**config.mk**
```make
export PLATFORM = sky130hd
export DESIGN_NAME = xnor_prbs_tx
export DESIGN_NICKNAME = d
export VERILOG_FILES = /design/src/rtl/xnor_prbs_tx.sv
export SDC_FILE = /design/constraint.sdc
export NUM_CORES = 1
export LEC_CHECK = 0
export ABC_CLOCK_PERIOD_IN_PS = 4620
export CORE_UTILIZATION = 30
export DETAILED_ROUTE_END_ITERATION = 10
export PLACE_DENSITY = 0.51
export SLEW_MARGIN = 20
export SYNTH_ARGS = -nofsm -noshare
export SYNTH_HDL_FRONTEND = slang
export SYNTH_SLANG_ARGS = --single-unit
```
**constraint.sdc**
```tcl
create_clock -name clk -period 4.62 [get_ports clk]
set_clock_uncertainty 0.2 [all_clocks]
set_input_delay 0.693 -clock clk [delete_from_list [all_inputs] [get_ports clk]]
set_output_delay 0.693 -clock clk [all_outputs]
set_load 0.01 [all_outputs]
```
**src/rtl/xnor_prbs_tx.sv**
```systemverilog
// XNOR-feedback LFSR bit transmitter with programmable bursts and a valid/ready output.
// Optional single-bit error injection is compiled in with `define ERR_INJ_EN.
module xnor_prbs_tx #(
  parameter int               WIDTH = 7,
  parameter int               TAP_A = 6,
  parameter int               TAP_B = 5,
  parameter int               CNT_W = 16,
  parameter logic [WIDTH-1:0] SEED  = '0
) (
  input  logic             clk,
  input  logic             rst,
`ifdef ERR_INJ_EN
  input  logic             err_inj,
`endif
  input  logic             start,
  input  logic             seed_ld,
  input  logic [WIDTH-1:0] seed_in,
  input  logic [CNT_W-1:0] burst_len,
  output logic             tx_bit,
  output logic             tx_valid,
  input  logic             tx_ready,
  output logic             busy,
  output logic             done
);

  typedef enum logic [1:0] {
    IDLE = 2'd0,
    RUN  = 2'd1,
    DONE = 2'd2
  } state_e;

  state_e           state_q, state_d;
  logic [WIDTH-1:0] lfsr_q, lfsr_d;
  logic [CNT_W-1:0] cnt_q, cnt_d;
  logic             err_q, err_d;

  logic             fire;
  logic             fb;
  logic [WIDTH-1:0] seed_san;

  assign fire = (state_q == RUN) && tx_ready;
  assign fb   = ~(lfsr_q[TAP_A] ^ lfsr_q[TAP_B]);

  // All-ones is the XNOR lockup state; never let it into the register.
  assign seed_san = (&seed_in) ? '0 : seed_in;

  always_ff @(posedge clk or posedge rst) begin
    if (rst) begin
      state_q <= IDLE;
      lfsr_q  <= SEED;
      cnt_q   <= '0;
      err_q   <= 1'b0;
    end else begin
      state_q <= state_d;
      lfsr_q  <= lfsr_d;
      cnt_q   <= cnt_d;
      err_q   <= err_d;
    end
  end

  always_comb begin
    state_d = state_q;
    unique case (state_q)
      IDLE: begin
        if (start) begin
          state_d = (burst_len != '0) ? RUN : DONE;
        end
      end
      RUN: begin
        if (fire && (cnt_q == CNT_W'(1))) begin
          state_d = DONE;
        end
      end
      DONE:    state_d = IDLE;
      default: state_d = IDLE;
    endcase
  end

  always_comb begin
    lfsr_d = lfsr_q;
    cnt_d  = cnt_q;
    unique case (state_q)
      IDLE: begin
        if (seed_ld) begin
          lfsr_d = seed_san;
        end
        if (start && (burst_len != '0)) begin
          cnt_d = burst_len;
        end
      end
      RUN: begin
        if (fire) begin
          lfsr_d = {lfsr_q[WIDTH-2:0], fb};
          cnt_d  = cnt_q - CNT_W'(1);
        end
      end
      default: begin
        lfsr_d = lfsr_q;
        cnt_d  = cnt_q;
      end
    endcase
  end

`ifdef ERR_INJ_EN
  // Flag arms from any state and is consumed only by an actual transfer.
  assign err_d = (err_q & ~fire) | err_inj;
`else
  assign err_d = 1'b0;
`endif

  always_comb begin
    tx_valid = 1'b0;
    busy     = 1'b0;
    done     = 1'b0;
    tx_bit   = 1'b0;
    unique case (state_q)
      RUN: begin
        tx_valid = 1'b1;
        busy     = 1'b1;
        tx_bit   = lfsr_q[WIDTH-1] ^ err_q;
      end
      DONE:    done = 1'b1;
      default: tx_bit = 1'b0;
    endcase
  end

endmodule

```
### Where the registers sit, run 1

(4 px per µm) Other cells in grey.
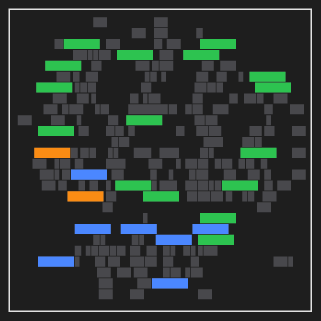
| signal | colour | placed flops |
|---|---|---|
| `lfsr_q` | blue | 7 |
| `state_q` | orange | 2 |
| `cnt_q` | green | 16 |

### Routing congestion map, run 1

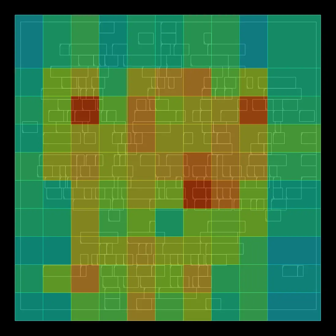
GR peak layer: met2
met3 capacity usage during global routing: 3.35%

### Routed metal, one colour a layer, run 1

(4 px per µm)
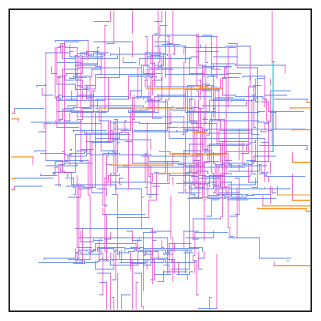
| layer | colour | wire length |
|---|---|---|
| metal 1 | blue | 2070 µm |
| metal 4 | cyan | 22.4 µm |
| metal 2 | magenta | 2040 µm |
| metal 3 | orange | 178 µm |

==> qor.yml, run 1 <==
route:
  drc: 0
  top_layer_used: "met4"
  routed-wl-met3_um: 178
  detail_route.vias_per_cell: 5.47
  routed-via-count: 1505
  drt-initial-drc-count: 107
synth:
  dominant_flop_cell: "sky130_fd_sc_hd__dfrtp_1"
  synth-cells-yosys: 180
  top_cell_area_share_pct: 39.0
  enable_flop_cells: 0
  top_cell: "sky130_fd_sc_hd__dfrtp_1"
  average_instance_area_after_synthesis_um2: 8.92
  synth.largest_area_cell: "sky130_fd_sc_hd__dfrtp_1"
layout:
  nClkBuffers: 3
  logic_gate_count: 136
  comb_area_share_pct: 44.6
  antennaDiodeCount: 0
  top_regs: "cnt_q (16), lfsr_q (7), state_q (2)"
  most_flop_heavy_register: "cnt_q"
power:
  p_leak_nw: 0.702
  total_power_mw: 0.822
global_route:
  global_route.usage.met1_pct: 22.5
  globalRouteTotalUtil_pct: 16.2
sta:
  finalClockPeriodUsage_pct: 70.2
  timing.final.setup_violations: 0
  final.setup.tns_ns: 0
clock_network:
  number_of_clock_buffers_inserted_by_tritoncts: 3
  clockBufferDepth: 2
  postCtsSetupRepairBufs: 0
floorplanning:
  placeableCoreArea_um2: 5140
  rows: 26
place:
  io_buffers: 31
outcome:
  status: "finished clean"
min_path:
  hold_depth: 1
setup_path:
  r2r.worst_path.cells: 7
job:
  maxCapViolations: 0
### Nets reached from selected ports, run 1

(4 px per µm)
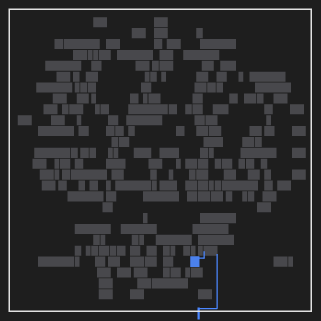

## Run 2: what changed since run 1
Settings changed: ABC_CLOCK_PERIOD_IN_PS 4620 to 2800, PLACE_DENSITY 0.51 to 0.53.
Clock period 4.62 ns to 2.8 ns, I/O delays scaled along.
### Nets reached from selected ports, run 2

(4 px per µm)
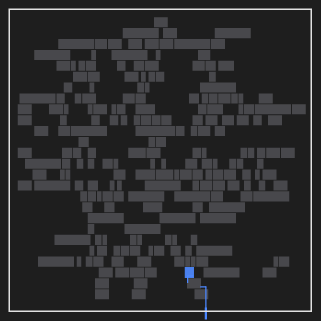
| port | colour | direction | edge | end cells | buffers | wire |
|---|---|---|---|---|---|---|
| `tx_bit` | blue | output | bottom | 1 | 1 | 10.1 µm |

==> qor.yml, run 2 <==
outcome:
  status: "finished clean"
route:
  drc: 0  # unchanged
  drt-initial-drc-count: 133  # +24%
  top_layer_used: "met4"
  drtAntennaViolNets: 0
  detail_route.vias_per_cell: 5.60  # +2.4%
  routed-via-count: 1574  # +4.6%
job:
  maxCapViolations: 0  # unchanged
setup_path:
  r2r.worst_path.cells: 4  # -3
  endpoint: "tx_bit"
  cp_data_required_time_ns: 2.18
  r2r-start: "cnt_q[4]"
synth:
  synth-cells-yosys: 180  # unchanged
  dominant_flop_cell: "sky130_fd_sc_hd__dfrtp_1"
  enable_flop_cells: 0  # unchanged
  synth.largest_area_cell: "sky130_fd_sc_hd__dfrtp_1"
  top_cell_area_share_pct: 39.0  # unchanged
  average_instance_area_after_synthesis_um2: 8.92  # unchanged
power:
  p_leak_nw: 0.726  # +3.4%
  pwr.group.sequential_mw: 0.640
  total_power_mw: 1.36  # +65%
sta:
  timing.final.setup_violations: 0  # unchanged
  final.setup.tns_ns: 0  # unchanged
layout:
  antennaDiodeCount: 0  # unchanged
  top_regs: "cnt_q (16), lfsr_q (7), state_q (2)"
  nClkBuffers: 3  # unchanged
  fill_cells: 555
  most_flop_heavy_register: "cnt_q"
  logic_gate_count: 136  # unchanged
  comb_area_share_pct: 43.7  # -0.95 points
global_route:
  grt_busiest_layer: "met1"
  global_route.usage.met1_pct: 25.3  # +2.8 points
clock_network:
  clockBufferDepth: 2  # unchanged
  number_of_clock_buffers_inserted_by_tritoncts: 3  # unchanged
place:
  io_buffers: 31  # unchanged
floorplanning:
  rows: 26  # unchanged
  placeableCoreArea_um2: 5140  # unchanged
  die_y_um: 75.2
Power and IR drop assume default switching activity.
